layer_met1.png
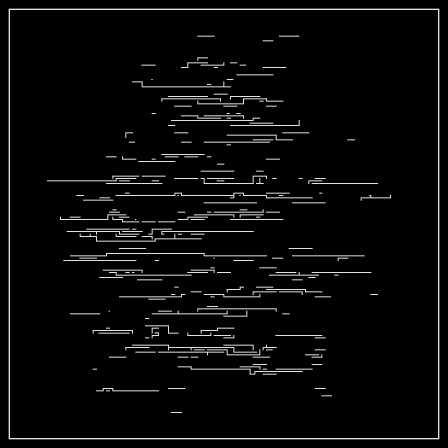
layer_met2.png
Bar = 20 um.
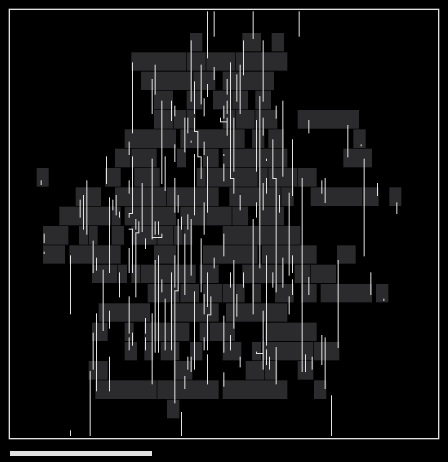
layer_met3.png
Bar = 20 um.
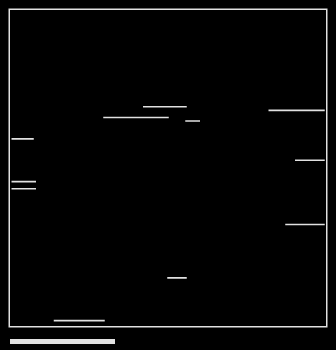
detail.png
Bar = 5 um. Region (5, 35) to (25, 55) um. Cells in grey, sequential cells in the stronger grey; small squares are vias.
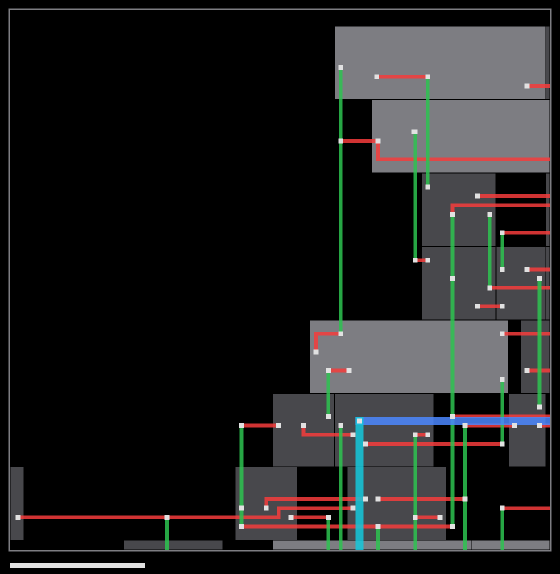
congestion.png
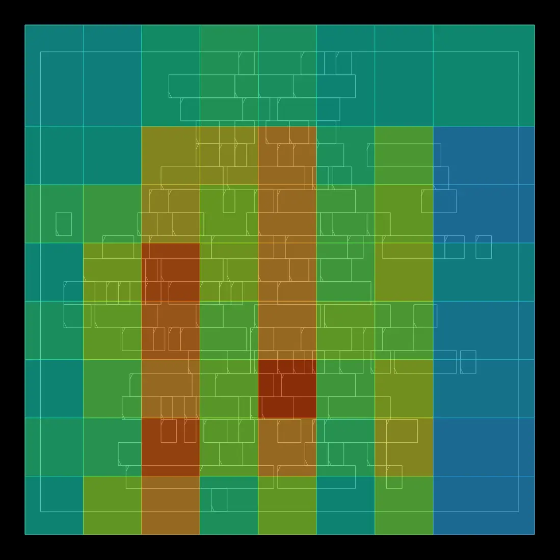
--- src/rtl/rmii_rx_deserializer.sv ---
// -----------------------------------------------------------------------------
// rmii_rx_deserializer
//
// RMII receive front end. Converts the PHY dibit stream (CRS_DV, RXD[1:0],
// RX_ER), sampled on the 50 MHz RMII reference clock, into an MII receive
// interface: 4-bit nibbles with RX_DV, RX_ER, CRS and a derived RX clock.
// Handles nibble alignment on the first 01 dibit of the preamble, the CRS_DV
// end-of-frame toggling, false-carrier indication and 10 Mb/s decimation.
//
// Build option: define RMII_RX_10M_EN to honour speed_100 and include the
// 10 Mb/s decimation counter. Without it the block runs at 100 Mb/s only,
// speed_100 is ignored and TICK_DIV / SAMPLE_PHASE have no effect.
//
// Parameters
//   TICK_DIV        ref_clk cycles per dibit at 10 Mb/s (2..15)
//   SAMPLE_PHASE    counter value at which a 10 Mb/s dibit is sampled
//
// Ports
//   ref_clk          in   RMII reference clock (only clock)
//   rst_n            in   synchronous active-low reset
//   speed_100        in   1 = 100 Mb/s, 0 = 10 Mb/s (change only while idle)
//   phy2rmii_crs_dv  in   RMII CRS_DV
//   phy2rmii_rxd     in   RMII RXD[1:0], bit 0 first on the wire
//   phy2rmii_rx_er   in   RMII RX_ER
//   rmii2mac_rx_clk  out  MII RX clock, 50% duty, free-running
//   rmii2mac_rxd     out  MII RXD nibble
//   rmii2mac_rx_dv   out  MII RX_DV
//   rmii2mac_rx_er   out  MII RX_ER
//   rmii2mac_crs     out  carrier sense
// -----------------------------------------------------------------------------
module rmii_rx_deserializer #(
    parameter int TICK_DIV     = 10,
    parameter int SAMPLE_PHASE = 5
) (
    input  logic       ref_clk,
    input  logic       rst_n,
    input  logic       speed_100,
    input  logic       phy2rmii_crs_dv,
    input  logic [1:0] phy2rmii_rxd,
    input  logic       phy2rmii_rx_er,
    output logic       rmii2mac_rx_clk,
    output logic [3:0] rmii2mac_rxd,
    output logic       rmii2mac_rx_dv,
    output logic       rmii2mac_rx_er,
    output logic       rmii2mac_crs
);

    typedef enum logic [1:0] {IDLE, PREAMBLE, DATA, FALSE_CARRIER} state_t;

    // tick marks the ref_clk cycles on which a dibit is sampled
    logic tick;

`ifdef RMII_RX_10M_EN
    localparam logic [3:0] CNT_LAST   = 4'(TICK_DIV - 1);
    localparam logic [3:0] CNT_SAMPLE = 4'(SAMPLE_PHASE);

    logic [3:0] cnt_reg;

    always_ff @(posedge ref_clk) begin
        if (!rst_n) begin
            cnt_reg <= '0;
        end else if (cnt_reg == CNT_LAST) begin
            cnt_reg <= '0;
        end else begin
            cnt_reg <= cnt_reg + 4'd1;
        end
    end

    assign tick = speed_100 || (cnt_reg == CNT_SAMPLE);
`else
    logic unused_cfg;
    assign unused_cfg = speed_100 ^ (TICK_DIV == SAMPLE_PHASE);
    assign tick       = 1'b1;
`endif

    state_t     state_reg, state_next;
    logic       ph_reg, ph_next;            // rx_clk phase
    logic       hist_reg, hist_next;        // crs_dv on the previous tick
    logic       carrier_reg, carrier_next;  // internal carrier sense
    logic       half_reg, half_next;        // 1 = next dibit is the high half
    logic [1:0] low_reg, low_next;
    logic       low_er_reg, low_er_next;
    logic       nib_valid_reg, nib_valid_next;
    logic [3:0] nib_data_reg, nib_data_next;
    logic       nib_er_reg, nib_er_next;
    logic [3:0] rxd_reg, rxd_next;
    logic       dv_reg, dv_next;
    logic       er_reg, er_next;
    logic       crs_reg, crs_next;
    logic       rise;
    logic       classify;

    always_ff @(posedge ref_clk) begin
        if (!rst_n) begin
            state_reg     <= IDLE;
            ph_reg        <= 1'b0;
            hist_reg      <= 1'b1;  // a frame already running at reset release is ignored
            carrier_reg   <= 1'b0;
            half_reg      <= 1'b0;
            low_reg       <= 2'b00;
            low_er_reg    <= 1'b0;
            nib_valid_reg <= 1'b0;
            nib_data_reg  <= 4'h0;
            nib_er_reg    <= 1'b0;
            rxd_reg       <= 4'h0;
            dv_reg        <= 1'b0;
            er_reg        <= 1'b0;
            crs_reg       <= 1'b0;
        end else begin
            state_reg     <= state_next;
            ph_reg        <= ph_next;
            hist_reg      <= hist_next;
            carrier_reg   <= carrier_next;
            half_reg      <= half_next;
            low_reg       <= low_next;
            low_er_reg    <= low_er_next;
            nib_valid_reg <= nib_valid_next;
            nib_data_reg  <= nib_data_next;
            nib_er_reg    <= nib_er_next;
            rxd_reg       <= rxd_next;
            dv_reg        <= dv_next;
            er_reg        <= er_next;
            crs_reg       <= crs_next;
        end
    end

    always_comb begin
        state_next     = state_reg;
        ph_next        = ph_reg;
        hist_next      = hist_reg;
        carrier_next   = carrier_reg;
        half_next      = half_reg;
        low_next       = low_reg;
        low_er_next    = low_er_reg;
        nib_valid_next = nib_valid_reg;
        nib_data_next  = nib_data_reg;
        nib_er_next    = nib_er_reg;
        rxd_next       = rxd_reg;
        dv_next        = dv_reg;
        er_next        = er_reg;
        crs_next       = crs_reg;
        rise           = phy2rmii_crs_dv && !hist_reg;
        classify       = 1'b0;

        if (tick) begin
            ph_next   = !ph_reg;
            hist_next = phy2rmii_crs_dv;

            // MII outputs move only as rx_clk falls
            if (ph_reg) begin
                crs_next = carrier_reg;
                if (nib_valid_reg) begin
                    rxd_next       = nib_data_reg;
                    dv_next        = 1'b1;
                    er_next        = nib_er_reg;
                    nib_valid_next = 1'b0;
                end else if (state_reg == FALSE_CARRIER) begin
                    rxd_next = 4'hE;
                    dv_next  = 1'b0;
                    er_next  = 1'b1;
                end else begin
                    rxd_next = 4'h0;
                    dv_next  = 1'b0;
                    er_next  = 1'b0;
                end
            end

            case (state_reg)
                IDLE: begin
                    // the rising-edge dibit itself is treated as preamble
                    if (rise) begin
                        carrier_next = 1'b1;
                        classify     = 1'b1;
                    end
                end
                PREAMBLE: begin
                    if (!phy2rmii_crs_dv) begin
                        state_next   = IDLE;
                        carrier_next = 1'b0;
                    end else begin
                        classify = 1'b1;
                    end
                end
                FALSE_CARRIER: begin
                    if (!phy2rmii_crs_dv) begin
                        state_next   = IDLE;
                        carrier_next = 1'b0;
                    end
                end
                DATA: begin
                    if (!half_reg) begin
                        // crs_dv on a first dibit is pure carrier sense
                        low_next     = phy2rmii_rxd;
                        low_er_next  = phy2rmii_rx_er;
                        carrier_next = phy2rmii_crs_dv;
                        half_next    = 1'b1;
                    end else begin
                        half_next = 1'b0;
                        if (!phy2rmii_crs_dv) begin
                            // end of frame: unpaired dibit and its error are dropped
                            state_next   = IDLE;
                            carrier_next = 1'b0;
                        end else begin
                            // written after any clear above, so a same-tick refill wins
                            nib_valid_next = 1'b1;
                            nib_data_next  = {phy2rmii_rxd, low_reg};
                            nib_er_next    = low_er_reg | phy2rmii_rx_er;
                        end
                    end
                end
                default: state_next = IDLE;
            endcase

            if (classify) begin
                case (phy2rmii_rxd)
                    2'b01: begin
                        state_next  = DATA;
                        low_next    = phy2rmii_rxd;
                        low_er_next = phy2rmii_rx_er;
                        half_next   = 1'b1;
                    end
                    2'b10:   state_next = FALSE_CARRIER;
                    default: state_next = PREAMBLE;
                endcase
            end
        end
    end

    assign rmii2mac_rx_clk = ph_reg;
    assign rmii2mac_rxd    = rxd_reg;
    assign rmii2mac_rx_dv  = dv_reg;
    assign rmii2mac_rx_er  = er_reg;
    assign rmii2mac_crs    = crs_reg;

endmodule

--- config.mk ---
export PLATFORM = sky130hd
export DESIGN_NAME = rmii_rx_deserializer
export DESIGN_NICKNAME = d
export VERILOG_FILES = /design/src/rtl/rmii_rx_deserializer.sv
export SDC_FILE = /design/constraint.sdc
export NUM_CORES = 1
export LEC_CHECK = 0
export CAP_MARGIN = 40
export CORE_MARGIN = 1.5
export CORE_UTILIZATION = 30
export CTS_BUF_LIST = sky130_fd_sc_hd__clkbuf_16
export DETAILED_ROUTE_END_ITERATION = 10
export GPL_ROUTABILITY_DRIVEN = 0
export GPL_TIMING_DRIVEN = 0
export PLACE_DENSITY = 0.6
export SYNTH_ARGS = -nofsm -noshare
export SYNTH_HDL_FRONTEND = slang
export SYNTH_SLANG_ARGS = --single-unit
--- constraint.sdc ---
create_clock -name ref_clk -period 1 [get_ports ref_clk]
set_input_delay 0.2 -clock ref_clk [delete_from_list [all_inputs] [get_ports ref_clk]]
set_output_delay 0.2 -clock ref_clk [all_outputs]
set_load 0.02 [all_outputs]
==> notes.md <==
With the area fraction of the dominant cell type after synthesis at 0.447, the area fraction in mux cells is 0.102. The logs give 4 for the length of the first detailed-routing pass in iterations and 0.000546 uW for the leakage power of the design. With the sequential cell count at 22, the clock latency on the worst-skew pair is 0.26 ns. Looking at the max-slew report, the worst-margin pin has a slew of 0.255 ns.

Between clock sinks in the finished design, the worst skew comes to 0.00275 ns. With the routed length on met2 at 793 um, the post-synthesis share of cell area spent on and-or and or-and gates is 0.136. Yosys mapped the design onto 26 distinct sky130hd cell types. Entering global routing, the biggest net connects 14 pins. The growth of design area from synthesis to finish was 29.9%.

The initialized floorplan defines 20 standard-cell rows. The clock network fraction of design power was 0.491; the switching share of power was 0.202. Number of instances resized during post-cts repair: 43.

The tightest hold path in the finished design has a slack of 0.206 ns. The kind of start point of the critical path is a register. After detailed routing, the met3 layer carries 71 um of wire. Based on the critical path, the design can be clocked at up to 0.928 GHz. The report lists the cells along the critical path as nand4b_4, o311a_1. Highest metal layer with signal wires: met4.

The logs give 2270 uW for the total power draw and 0 for the number of antenna violations at the first check in global routing. The tools report the logic gate share of total power as 0.096. For the required time of the worst setup path, the log shows 1.15 ns. The flow ran to the end, but the final reports show violations. The power report puts the net switching power at 458 uW. For the H-tree depth, the log shows 1. The endpoint of the worst hold path is reported as low_reg[0].

Number of cells traversed by the worst hold path: 3. The initial core utilization is 0.320. With the depth of the worst register-to-register path at 2, the finished layout cell area is 1280 um2. Per the OpenROAD floorplan log, the area of the die is 3630 um2. Largest cell class by area: logic gates.

Per report_power, the Sequential row totals 938 uW. The most critical min-delay path falls under primary input to register. The kind of cell with the highest combined delay along the critical path is flip-flops. The run gives -0.0779 ns as the least setup slack across all paths after layout. The run gives 519 um2 as the area occupied by multi-input gates. Per STA, the highest per-stage delay on the worst path measures 0.37 ns. The final reports fail on setup timing.

Sum of routed wire segments on met1: 789 um. Summed over all instances, the cell type with the most area after synthesis is sky130_fd_sc_hd__dfxtp_1. Detailed placement finished with a half-perimeter wire length of 1.22 mm. The logs give 0 for the number of nets with antenna violations after routing and 0 for the final hold violation count.

The fraction of area in registers was 0.356. The routed design could run at a clock period as short as 1.08 ns. Summing every instance area after synthesis gives 985 um2. The most common logic cells in the final layout are 16 x sky130_fd_sc_hd__dfxtp_1, 12 x sky130_fd_sc_hd__nand2_1, 10 x sky130_fd_sc_hd__mux2i_1. The via density per instance is 4.51, and the net count reported at finish is 126. The post-synthesis cell count was 101.

The start-to-end type of the worst setup path is register to register. In the post-synthesis netlist, the biggest area contributors are sky130_fd_sc_hd__dfxtp_1 45%, sky130_fd_sc_hd__mux2i_1 10%, sky130_fd_sc_hd__nand2_1 4.6%. Clock tree synthesis found a total of 22 sinks. The Yosys step of the flow raised 0 warnings.

The end-of-flow timing check tallies setup violations at 4. Most frequent standard cell in the layout excluding fill and tap cells: sky130_fd_sc_hd__dfxtp_1. Of all power groups, the one with the highest power is the clock network. Yosys reported a register bit count of 22. Power attributed to the clock group is 1110 uW.

The run gives 161 as the non-filler instance count after layout. STA classifies the critical path endpoint as a register. The run gives 0 for the number of enable-type register cells in the synthesized netlist. Clock tree synthesis inserted a total of 3 buffers. For this block, the routed nets add up to 1.73 mm of wire. The tools report the minimum setup slack after placement as -0.637 ns. The area share of and/or/nand/nor cells after synthesis was 0.241.

Setup repair after global routing could not meet its margin everywhere. The beginning of the worst hold path is phy2rmii_rxd[0]. The share of synthesized area occupied by flip-flops and latches came out at 0.447. The number of maximum-capacitance violations recorded for the run is 0.
About layer_met1.png:
share of all routed wire: 46%
nets with wire on the layer: 106
main direction: horizontal
longest straight run: 13.8 um
wire length on this layer: 790 um

About layer_met2.png:
wire length on this layer: 794 um
main direction: vertical
share of all routed wire: 46%
via total after detailed routing: 726
met2 capacity usage during global routing: 0.166

About layer_met3.png:
longest straight run: 12.2 um
share of all routed wire: 4.1%
main direction: horizontal
wire length on this layer: 71.3 um

About detail.png:
[metal 1] red
[metal 4] cyan
[metal 2] green
[metal 3] blue
netlist names of flops here include: rmii2mac_rxd (2), nib_data_reg (1)
cells with their middle in the window: 11
sequential cells in the window: 3

About congestion.png:
Global Route met3 Usage: 0.0325
GRT busiest layer: met2
share of the core filled with cells: 0.415
met1 global-route usage: 0.143
per-cell routed wire length: 10.7 um

Power figures rest on the tool's default switching activity, not on a simulated workload.
